`src/rtl/pipe_stage_latch.sv`:
```
`default_nettype none
//------------------------------------------------------------------------------
// Module   : pipe_stage_latch
// Purpose  : Generic pipeline stage register carrying PC, control bundle and
//            data payload, with a valid/ready handshake, an optional 2-entry
//            skid buffer, a stall (hold) input and a flush (kill) input.
// Revision : 1.0 - initial release
//
// Parameters:
//   PC_W   - width of the PC field
//   CTRL_W - width of the control bundle
//   DATA_W - width of the data payload
//   SKID   - 1: 2-entry skid buffer, in_ready independent of out_ready
//            0: single register, in_ready looks at out_ready
//
// Ports:
//   clk        in   rising-edge clock
//   reset      in   asynchronous active-high reset
//   in_valid   in   upstream entry valid
//   in_ready   out  stage can accept this cycle
//   in_pc      in   upstream PC
//   in_ctrl    in   upstream control bundle
//   in_data    in   upstream payload
//   out_valid  out  entry presented downstream
//   out_ready  in   downstream accepts
//   out_pc     out  presented PC
//   out_ctrl   out  presented control, zero whenever out_valid is low
//   out_data   out  presented payload
//   stall      in   hold stage contents, present a bubble downstream
//   flush      in   drop every held entry at the next edge
//   occupancy  out  number of entries held (0..2)
//   stall_cnt  out  saturating count of edges with stall high
//   flush_cnt  out  saturating count of edges with flush high
//
// Optional feature macro: PIPE_STAGE_PERF_CNT_EN
//   Defined   : stall_cnt / flush_cnt are live 16-bit saturating counters.
//   Undefined : stall_cnt / flush_cnt are tied to zero.
//------------------------------------------------------------------------------
module pipe_stage_latch #(
  parameter int PC_W   = 16,
  parameter int CTRL_W = 8,
  parameter int DATA_W = 48,
  parameter int SKID   = 1
) (
  input  logic              clk,
  input  logic              reset,
  input  logic              in_valid,
  output logic              in_ready,
  input  logic [PC_W-1:0]   in_pc,
  input  logic [CTRL_W-1:0] in_ctrl,
  input  logic [DATA_W-1:0] in_data,
  output logic              out_valid,
  input  logic              out_ready,
  output logic [PC_W-1:0]   out_pc,
  output logic [CTRL_W-1:0] out_ctrl,
  output logic [DATA_W-1:0] out_data,
  input  logic              stall,
  input  logic              flush,
  output logic [1:0]        occupancy,
  output logic [15:0]       stall_cnt,
  output logic [15:0]       flush_cnt
);

  // State encoding equals the number of held entries, so occupancy is the
  // state register itself.
  localparam logic [1:0] ST_EMPTY = 2'd0;
  localparam logic [1:0] ST_ONE   = 2'd1;
  localparam logic [1:0] ST_TWO   = 2'd2;

  logic [1:0]        r_state;
  logic [PC_W-1:0]   r_main_pc;
  logic [CTRL_W-1:0] r_main_ctrl;
  logic [DATA_W-1:0] r_main_data;

  logic [PC_W-1:0]   w_skid_pc;
  logic [CTRL_W-1:0] w_skid_ctrl;
  logic [DATA_W-1:0] w_skid_data;

  logic w_main_valid;
  logic w_in_xfer;
  logic w_out_xfer;

  assign w_main_valid = (r_state != ST_EMPTY);

  // A stall masks the held entry so downstream sees a bubble.
  assign out_valid  = w_main_valid && !stall;
  assign out_pc     = r_main_pc;
  assign out_ctrl   = out_valid ? r_main_ctrl : '0;
  assign out_data   = r_main_data;
  assign occupancy  = r_state;

  assign w_in_xfer  = in_valid && in_ready;
  assign w_out_xfer = out_valid && out_ready;

  generate
    if (SKID != 0) begin : g_skid
      logic [PC_W-1:0]   r_skid_pc;
      logic [CTRL_W-1:0] r_skid_ctrl;
      logic [DATA_W-1:0] r_skid_data;

      // Ready depends only on registered state, cutting the out_ready path.
      assign in_ready = !stall && (r_state != ST_TWO);

      // The skid slot only fills when the main slot is busy and does not
      // drain on the same edge.
      always_ff @(posedge clk or posedge reset) begin
        if (reset) begin
          r_skid_pc   <= '0;
          r_skid_ctrl <= '0;
          r_skid_data <= '0;
        end else if (flush) begin
          r_skid_pc   <= '0;
          r_skid_ctrl <= '0;
          r_skid_data <= '0;
        end else if ((r_state == ST_ONE) && w_in_xfer && !w_out_xfer) begin
          r_skid_pc   <= in_pc;
          r_skid_ctrl <= in_ctrl;
          r_skid_data <= in_data;
        end
      end

      assign w_skid_pc   = r_skid_pc;
      assign w_skid_ctrl = r_skid_ctrl;
      assign w_skid_data = r_skid_data;
    end else begin : g_single
      // Without a skid slot the stage can only refill while draining.
      assign in_ready    = !stall && (!w_main_valid || out_ready);
      assign w_skid_pc   = '0;
      assign w_skid_ctrl = '0;
      assign w_skid_data = '0;
    end
  endgenerate

  // Main slot and occupancy state. In the single-register build the
  // "in only" transition out of ST_ONE can never fire, because in_ready
  // there implies a simultaneous out-transfer.
  always_ff @(posedge clk or posedge reset) begin
    if (reset) begin
      r_state     <= ST_EMPTY;
      r_main_pc   <= '0;
      r_main_ctrl <= '0;
      r_main_data <= '0;
    end else if (flush) begin
      // Flush beats stall and discards any same-cycle in-transfer.
      r_state     <= ST_EMPTY;
      r_main_pc   <= '0;
      r_main_ctrl <= '0;
      r_main_data <= '0;
    end else begin
      case (r_state)
        ST_EMPTY: begin
          if (w_in_xfer) begin
            r_state     <= ST_ONE;
            r_main_pc   <= in_pc;
            r_main_ctrl <= in_ctrl;
            r_main_data <= in_data;
          end
        end
        ST_ONE: begin
          if (w_in_xfer && w_out_xfer) begin
            r_main_pc   <= in_pc;
            r_main_ctrl <= in_ctrl;
            r_main_data <= in_data;
          end else if (w_in_xfer) begin
            r_state <= ST_TWO;
          end else if (w_out_xfer) begin
            r_state <= ST_EMPTY;
          end
        end
        ST_TWO: begin
          if (w_out_xfer) begin
            r_state     <= ST_ONE;
            r_main_pc   <= w_skid_pc;
            r_main_ctrl <= w_skid_ctrl;
            r_main_data <= w_skid_data;
          end
        end
        default: begin
          r_state <= ST_EMPTY;
        end
      endcase
    end
  end

`ifdef PIPE_STAGE_PERF_CNT_EN
  logic [15:0] r_stall_cnt;
  logic [15:0] r_flush_cnt;

  always_ff @(posedge clk or posedge reset) begin
    if (reset) begin
      r_stall_cnt <= '0;
      r_flush_cnt <= '0;
    end else begin
      if (stall && (r_stall_cnt != 16'hFFFF)) begin
        r_stall_cnt <= r_stall_cnt + 16'd1;
      end
      if (flush && (r_flush_cnt != 16'hFFFF)) begin
        r_flush_cnt <= r_flush_cnt + 16'd1;
      end
    end
  end

  assign stall_cnt = r_stall_cnt;
  assign flush_cnt = r_flush_cnt;
`else
  assign stall_cnt = '0;
  assign flush_cnt = '0;
`endif

endmodule
`default_nettype wire

```
`config.mk`:
```
export PLATFORM = sky130hd
export DESIGN_NAME = pipe_stage_latch
export DESIGN_NICKNAME = d
export VERILOG_FILES = /design/src/rtl/pipe_stage_latch.sv
export SDC_FILE = /design/constraint.sdc
export NUM_CORES = 1
export LEC_CHECK = 0
export CAP_MARGIN = 20
export CORE_ASPECT_RATIO = 0.5
export CORE_MARGIN = 2
export CORE_UTILIZATION = 52
export CTS_BUF_LIST = sky130_fd_sc_hd__clkbuf_8
export DETAILED_ROUTE_END_ITERATION = 8
export HOLD_SLACK_MARGIN = 0.06
export PLACE_DENSITY = 0.94
export SYNTH_ARGS = -nofsm -noshare
export SYNTH_HDL_FRONTEND = slang
export SYNTH_SLANG_ARGS = --single-unit
```
`constraint.sdc`:
```
create_clock -name clk -period 6.05 [get_ports clk]
set_clock_uncertainty 0.2 [all_clocks]
set_input_delay 0.605 -clock clk [delete_from_list [all_inputs] [get_ports clk]]
set_output_delay 0.605 -clock clk [all_outputs]
set_load 0.1 [all_outputs]
```
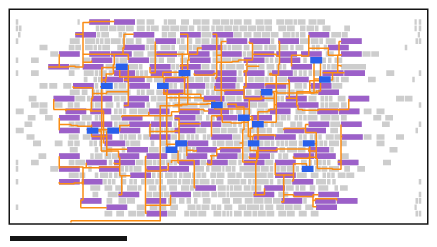
(clock distribution)
Bar = 50 µm.
[orange] clock wires | length: 1840 µm
[purple] flip-flops | count: 146
[blue] cells driving clock nets | count: 17
routed clock nets: 18
clock share of power: 31.6%
Clock Power: 0.852 mW
clk ins delay skew pair: 0.45 ns

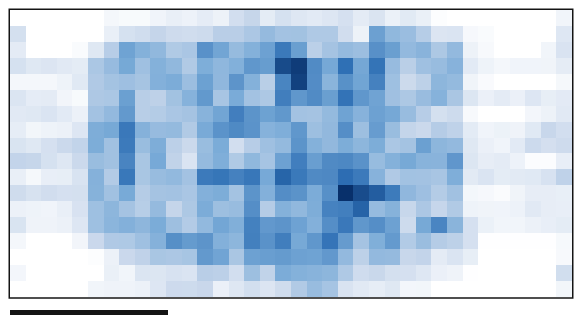
(signal metal coverage by tile)
Bar = 50 µm. The die is cut into 36 by 18 equal tiles; white is low, dark blue is high, scaled to the fullest tile. Values are wire area over tile area, all layers added.
mean over tiles: 0.24
emptiest ninth of the die: lower right
nearly empty tiles: 13%
densest ninth of the die: centre
via count: 6680
Routed wire per std cell: 22.1 µm
total routed wirelength: 22800 µm

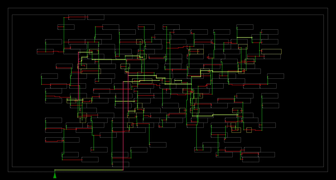
(clock routing)
cts bufs inserted: 17
Layout clock buffers: 19
Flop Count: 146

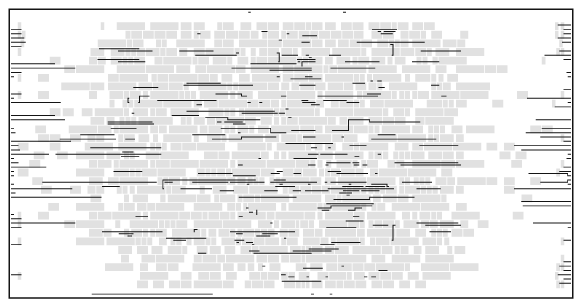
(the metal 3 layer)
Cells faint in the background.
share of all routed wire: 8.5%
wire length on this layer: 1930 µm
main direction: horizontal
M3 GR Usage: 6.69%

==> impl_metrics.yaml <==
# implementation run metrics
yosys:
  syn_area_mm2: 0.00783
  avgSynthCellArea_um2: 10.8
  ys_sh_xor_pct: 0.112
  ys_async_sr_fraction_pct: 100
  ys_sh_simple_pct: 6.13
setup_path:
  worstRegToRegCells: 5
  cp_num_cells: 4
  path_class: "in2out"
  cp-endpoint: "out_ctrl[3]"
  worst-path-buf-inv: 2
  crit_slowest_cell: "clkdlybuf4s50_1"
  cp_top_family: "buffers and inverters"
clock_tree:
  cts_tree: "built"
  cts_sinks: 146
worst_hold_path:
  hold_end: "g_skid.r_skid_ctrl[1]$_DFFE_PP0P_"
  min_path_cells: 2
layout:
  clock_area_share_pct: 4.56
  final_layout_top_logic_cells: "clkdlybuf4s50_1 (151), dfrtp_1 (146), a211oi_1 (74), a21oi_1 (74)"
  sh_comb_area_pct: 37.4
  final_util_pct: 65.5
  final_nets: 898
  lay_top_count: "clkdlybuf4s50_1"
  signal_buffer_area_fraction_pct: 17.1
floorplanning:
  fp.dieH_um: 90.8
status:
  status: "finished clean"
global_routing:
  grtUsageMet2_pct: 43.6
  grt_pass1_wl_um: 35900
routing:
  wl_met2_um: 10800
  avgViaCountPerCell: 6.48
power_and_ir_drop:
  power_leakage_nw: 3.51
  intPower_mw: 1.65
final_timing:
  hold_viol_final: 0
  whs_ns: 0.348
  period_minus_slack_ns: 3.79
  setup_violations: 0
Power is estimated from default activity; no workload was simulated.
